<file path="config.mk">
export PLATFORM = sky130hd
export DESIGN_NAME = alu_mc
export DESIGN_NICKNAME = d
export VERILOG_FILES = /design/src/rtl/alu_mc.sv
export SDC_FILE = /design/constraint.sdc
export NUM_CORES = 1
export LEC_CHECK = 0
export CAP_MARGIN = 20
export CORE_ASPECT_RATIO = 0.8
export CORE_MARGIN = 5
export CORE_UTILIZATION = 39
export DETAILED_ROUTE_END_ITERATION = 7
export PLACE_DENSITY = 0.56
export SYNTH_ARGS = -nofsm -noshare
export SYNTH_HDL_FRONTEND = slang
export SYNTH_SLANG_ARGS = --single-unit
</file>
<file path="constraint.sdc">
create_clock -name clk -period 13.3 [get_ports clk]
set_input_delay 2.66 -clock clk [delete_from_list [all_inputs] [get_ports clk]]
set_output_delay 2.66 -clock clk [all_outputs]
set_load 0.005 [all_outputs]
</file>
<file path="src/rtl/alu_mc.sv">
// Registered EX-stage ALU: single-cycle logic/arith/shift ops plus iterative
// radix-2 multiply and restoring divide behind a valid/ready handshake.
module alu_mc #(
  parameter int WIDTH = 32
) (
  input  logic             clk,
  input  logic             reset,
  input  logic             valid_in,
  output logic             ready,
  input  logic [WIDTH-1:0] in_1,
  input  logic [WIDTH-1:0] in_2,
  input  logic [3:0]       alu_op,
  output logic [WIDTH-1:0] out,
  output logic [WIDTH-1:0] out_hi,
  output logic             zero,
  output logic             overflow,
  output logic             div_zero,
  output logic             valid_out
);

  localparam int SH_W  = $clog2(WIDTH);
  localparam int CNT_W = SH_W + 1;
  localparam logic [WIDTH-1:0] MIN_VAL = {1'b1, {(WIDTH-1){1'b0}}};

  localparam logic [3:0] OP_ADD  = 4'd0;
  localparam logic [3:0] OP_SUB  = 4'd1;
  localparam logic [3:0] OP_AND  = 4'd2;
  localparam logic [3:0] OP_OR   = 4'd3;
  localparam logic [3:0] OP_NOR  = 4'd4;
  localparam logic [3:0] OP_XOR  = 4'd5;
  localparam logic [3:0] OP_SLL  = 4'd6;
  localparam logic [3:0] OP_SRL  = 4'd7;
  localparam logic [3:0] OP_SRA  = 4'd8;
  localparam logic [3:0] OP_SLT  = 4'd9;
  localparam logic [3:0] OP_SLTU = 4'd10;
  localparam logic [3:0] OP_MUL  = 4'd11;
  localparam logic [3:0] OP_MULU = 4'd12;
  localparam logic [3:0] OP_DIV  = 4'd13;
  localparam logic [3:0] OP_DIVU = 4'd14;

  typedef enum logic {IDLE = 1'b0, BUSY = 1'b1} state_t;

  function automatic logic [WIDTH-1:0] cond_neg(input logic [WIDTH-1:0] x, input logic n);
    return n ? -x : x;
  endfunction

  function automatic logic [2*WIDTH-1:0] cond_neg2(input logic [2*WIDTH-1:0] x, input logic n);
    return n ? -x : x;
  endfunction

  state_t             state_q, state_d;
  logic [CNT_W-1:0]   cnt_q, cnt_d;
  logic [WIDTH-1:0]   out_q, out_d, out_hi_q, out_hi_d;
  logic               ovf_q, ovf_d, dz_q, dz_d, vout_q, vout_d;
  logic [3:0]         op_q, op_d;
  logic [WIDTH-1:0]   acc_hi_q, acc_hi_d, acc_lo_q, acc_lo_d;
  logic [WIDTH-1:0]   opb_q, opb_d, dvd_q, dvd_d;
  logic               neg_q_q, neg_q_d, neg_r_q, neg_r_d;
  logic               dz_pend_q, dz_pend_d, ovf_pend_q, ovf_pend_d;

  logic signed [WIDTH-1:0] in_1_s, in_2_s;
  logic [SH_W-1:0]    shamt;
  logic [WIDTH-1:0]   sum, diff, sc_out;
  logic               sc_ovf;
  logic               is_multi, is_signed_op, is_mul_q;
  logic [WIDTH:0]     mul_sum, div_sh;
  logic               div_ge;
  logic [WIDTH-1:0]   div_rem, it_hi, it_lo, fin_out, fin_hi;
  logic               fin_ovf, fin_dz;
  logic [2*WIDTH-1:0] prod_full;

  assign in_1_s       = $signed(in_1);
  assign in_2_s       = $signed(in_2);
  assign shamt        = in_2[SH_W-1:0];
  assign sum          = in_1 + in_2;
  assign diff         = in_1 - in_2;
  assign is_multi     = (alu_op == OP_MUL) || (alu_op == OP_MULU) ||
                        (alu_op == OP_DIV) || (alu_op == OP_DIVU);
  assign is_signed_op = (alu_op == OP_MUL) || (alu_op == OP_DIV);
  assign is_mul_q     = (op_q == OP_MUL) || (op_q == OP_MULU);

  always_comb begin : single_cycle
    sc_out = '0;
    sc_ovf = 1'b0;
    case (alu_op)
      OP_ADD: begin
        sc_out = sum;
        sc_ovf = (in_1[WIDTH-1] == in_2[WIDTH-1]) && (sum[WIDTH-1] != in_1[WIDTH-1]);
      end
      OP_SUB: begin
        sc_out = diff;
        sc_ovf = (in_1[WIDTH-1] != in_2[WIDTH-1]) && (diff[WIDTH-1] != in_1[WIDTH-1]);
      end
      OP_AND:  sc_out = in_1 & in_2;
      OP_OR:   sc_out = in_1 | in_2;
      OP_NOR:  sc_out = ~(in_1 | in_2);
      OP_XOR:  sc_out = in_1 ^ in_2;
      OP_SLL:  sc_out = in_1 << shamt;
      OP_SRL:  sc_out = in_1 >> shamt;
      OP_SRA:  sc_out = in_1_s >>> shamt;
      OP_SLT:  sc_out = {{(WIDTH-1){1'b0}}, in_1_s < in_2_s};
      OP_SLTU: sc_out = {{(WIDTH-1){1'b0}}, in_1 < in_2};
      default: ;
    endcase
  end

  // One multiply/divide step per cycle; acc_hi is partial product / remainder
  always_comb begin : iterate
    mul_sum = {1'b0, acc_hi_q} + (acc_lo_q[0] ? {1'b0, opb_q} : {(WIDTH+1){1'b0}});
    div_sh  = {acc_hi_q, acc_lo_q[WIDTH-1]};
    div_ge  = div_sh >= {1'b0, opb_q};
    div_rem = div_sh[WIDTH-1:0] - opb_q;
    if (is_mul_q) begin
      it_hi = mul_sum[WIDTH:1];
      it_lo = {mul_sum[0], acc_lo_q[WIDTH-1:1]};
    end else begin
      it_hi = div_ge ? div_rem : div_sh[WIDTH-1:0];
      it_lo = {acc_lo_q[WIDTH-2:0], div_ge};
    end
  end

  always_comb begin : finish
    prod_full = cond_neg2({it_hi, it_lo}, neg_q_q);
    fin_ovf   = 1'b0;
    fin_dz    = 1'b0;
    if (is_mul_q) begin
      fin_out = prod_full[WIDTH-1:0];
      fin_hi  = prod_full[2*WIDTH-1:WIDTH];
    end else if (dz_pend_q) begin
      fin_out = '1;
      fin_hi  = dvd_q;
      fin_dz  = 1'b1;
    end else if (ovf_pend_q) begin
      fin_out = MIN_VAL;
      fin_hi  = '0;
      fin_ovf = 1'b1;
    end else begin
      fin_out = cond_neg(it_lo, neg_q_q);
      fin_hi  = cond_neg(it_hi, neg_r_q);
    end
  end

  always_comb begin : next_state
    state_d    = state_q;
    cnt_d      = cnt_q;
    out_d      = out_q;
    out_hi_d   = out_hi_q;
    ovf_d      = ovf_q;
    dz_d       = dz_q;
    vout_d     = 1'b0;
    op_d       = op_q;
    acc_hi_d   = acc_hi_q;
    acc_lo_d   = acc_lo_q;
    opb_d      = opb_q;
    dvd_d      = dvd_q;
    neg_q_d    = neg_q_q;
    neg_r_d    = neg_r_q;
    dz_pend_d  = dz_pend_q;
    ovf_pend_d = ovf_pend_q;
    case (state_q)
      IDLE: begin
        if (valid_in) begin
          if (is_multi) begin
            state_d    = BUSY;
            cnt_d      = CNT_W'(WIDTH);
            op_d       = alu_op;
            acc_hi_d   = '0;
            acc_lo_d   = cond_neg(in_1, is_signed_op && in_1[WIDTH-1]);
            opb_d      = cond_neg(in_2, is_signed_op && in_2[WIDTH-1]);
            neg_q_d    = is_signed_op && (in_1[WIDTH-1] ^ in_2[WIDTH-1]);
            neg_r_d    = is_signed_op && in_1[WIDTH-1];
            dvd_d      = in_1;
            dz_pend_d  = ((alu_op == OP_DIV) || (alu_op == OP_DIVU)) && (in_2 == '0);
            ovf_pend_d = (alu_op == OP_DIV) && (in_1 == MIN_VAL) && (in_2 == '1);
          end else begin
            out_d    = sc_out;
            out_hi_d = '0;
            ovf_d    = sc_ovf;
            dz_d     = 1'b0;
            vout_d   = 1'b1;
          end
        end
      end
      BUSY: begin
        acc_hi_d = it_hi;
        acc_lo_d = it_lo;
        cnt_d    = cnt_q - CNT_W'(1);
        if (cnt_q == CNT_W'(1)) begin
          state_d  = IDLE;
          out_d    = fin_out;
          out_hi_d = fin_hi;
          ovf_d    = fin_ovf;
          dz_d     = fin_dz;
          vout_d   = 1'b1;
        end
      end
      default: state_d = IDLE;
    endcase
  end

  always_ff @(posedge clk) begin
    if (reset) begin
      state_q  <= IDLE;
      cnt_q    <= '0;
      out_q    <= '0;
      out_hi_q <= '0;
      ovf_q    <= 1'b0;
      dz_q     <= 1'b0;
      vout_q   <= 1'b0;
    end else begin
      state_q  <= state_d;
      cnt_q    <= cnt_d;
      out_q    <= out_d;
      out_hi_q <= out_hi_d;
      ovf_q    <= ovf_d;
      dz_q     <= dz_d;
      vout_q   <= vout_d;
    end
  end

  // Operand/iteration datapath carries no reset; it is always reloaded on accept
  always_ff @(posedge clk) begin
    op_q       <= op_d;
    acc_hi_q   <= acc_hi_d;
    acc_lo_q   <= acc_lo_d;
    opb_q      <= opb_d;
    dvd_q      <= dvd_d;
    neg_q_q    <= neg_q_d;
    neg_r_q    <= neg_r_d;
    dz_pend_q  <= dz_pend_d;
    ovf_pend_q <= ovf_pend_d;
  end

  always_comb begin : outputs
    ready     = (state_q == IDLE);
    zero      = (out_q == '0);
    out       = out_q;
    out_hi    = out_hi_q;
    overflow  = ovf_q;
    div_zero  = dz_q;
    valid_out = vout_q;
  end

endmodule

</file>
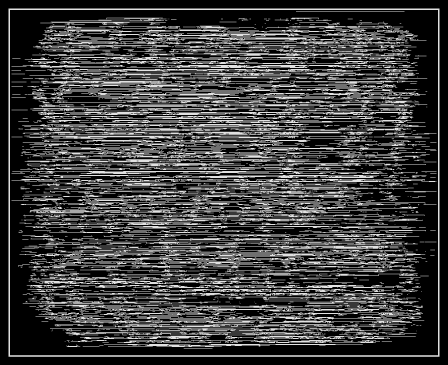
(images/layer_met1.png)
3370 nets have wire on it. The layer carries 60.6 mm of wire. The layer holds 45% of the routed length. The longest straight run is 96.6 um. The wires run mostly horizontal.
DR vias: 28800
drt total wl: 135000 um
GR Util met1: 55.4%

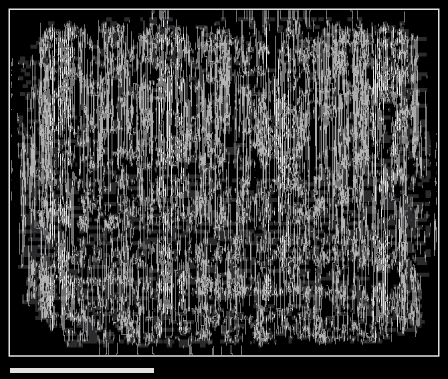
(images/layer_met2.png)
Bar = 100 um. Cells faint in the background.
The layer carries 51.8 mm of wire. The longest straight run is 128 um. 3000 nets have wire on it. The wires run mostly vertical. The layer holds 38% of the routed length.
M2 GR Usage: 48.7%

==> flow_summary.ini <==
; flow metrics
[power_and_ir_drop]
top_power_group = combinational logic
p_clk_w = 0.000776
swShare_pct = 41.0
p_int_w = 0.00156
ir_drop_mv = 0.0899
comb_cell_power_w = 0.00108
pwr-share-seq_pct = 29.9
p_leak_nw = 10.9
pwr-share-clk_pct = 29.3
p_per_area_nw_per_um2 = 92.4
fin_total_pwr_w = 0.00265

[yosys]
synth.area.top_cells = edfxtp_1 (16%), ha_1 (8.2%), dfxtp_1 (5.8%), o21ai_0 (5.7%), a21oi_1 (5.1%)
syn-instance-count = 3388
ys.flops = 210
yosys.cell_types.count = 107
ff_type = edfxtp_1
top_cells_by_count = nor2_1 (342), nand2_1 (330), o21ai_0 (292), a21oi_1 (260), clkbuf_1 (175)
synth_async_sr_flop_share_pct = 0
synth_top_cell_by_count = nor2_1
ys_warn_count = 0
ys_sh_mux_pct = 5.54
ys_sh_aoi_pct = 30.1
ys_chip_area_um2 = 25600
ys_seq_share_pct = 21.8
yosys.area_share.simple_pct = 21.5

[clock_network]
cts_setup_buffers = 0
cts_tree = done
cts-root-buf = clkbuf_16
insertion_delay_ns = 0.57
cts.sinks = 210
clock_path_buffers = 3
clk_pin_slew_ns = 0.06
cts_buffers = 26
holdBufCountCts = 0

[routing]
drc_errors = 0
m1WireLength_um = 60600
wl_met3_um = 18900
via_per_inst = 6.74
postRouteAntennaNets = 0
first_iter_violations = 4216
drt_pass1_iterations = 8
met2WireLength_um = 51800

[critical_path]
startpoint = in_2[1]
cp_max_fo = 56
r2r_end = out_hi[22]$_SDFFE_PP0P_
critPathCaptureType = flip-flop
crit_family = AND-OR/OR-AND gates
r2r_slack_ns = 6.48
path_buffers = 2
cp_num_cells = 16
max_stage_delay_ns = 0.78

[final_layout]
final-comb-area_um2 = 18600
buffer_area_share_pct = 6.74
inv_count = 158
area_delta_synth_final_pct = 12.0
final_nets = 3640
design_area_um2 = 28600
signal_buffers = 213
drive_gt1_share_pct = 6.44
layout.comb_gates.multi_input = 2788
layout_top_cells = nor2_1 (339), nand2_1 (329), o21ai_0 (292)
final_common_cell = nor2_1
clockBufferCount = 35
post-route-util_pct = 43.8
num-fill-cells = 6703
seq_share_pct = 19.4
antenna_cells = 1
flop_area_um2 = 5570
flop-count = 210
final_cells = 4278
clk_share_pct = 3.18

[place]
gp_congestion = 1.05
dp_hpwl_um = 106000
dpl.cell_count = 4226
dp_slack_ns = 4.86
io_buffers = 139

[floorplan]
initCoreUtil_pct = 39.1
coreArea_um2 = 65400
n_tap_cell = 860

[final_timing]
final-max-slew-violation-count = 0
timing.fmax_ghz = 0.120
min_period_ns = 8.31
setup_viol = 0
hold_viol = 0
fin_ws_ns = 4.99
min_period_over_period_pct = 62.5
tightest_slew_ns = 1.22
rsz0062_at_grt = no
skew_ns = 0.0139

[status]
status = completed

[hold_path]
hp-start = out_hi[19]$_SDFFE_PP0P_
whs_endpoint = out_hi[19]$_SDFFE_PP0P_
worstHoldPathType = flip-flop to flip-flop

[grt]
grt_max_degree = 64
grt_pass1_vias = 26000
grt_pass1_wl_um = 190000
antenna_found_initial = 9

[job]
cap_viol_max_count = 0
Power and IR drop assume default switching activity.
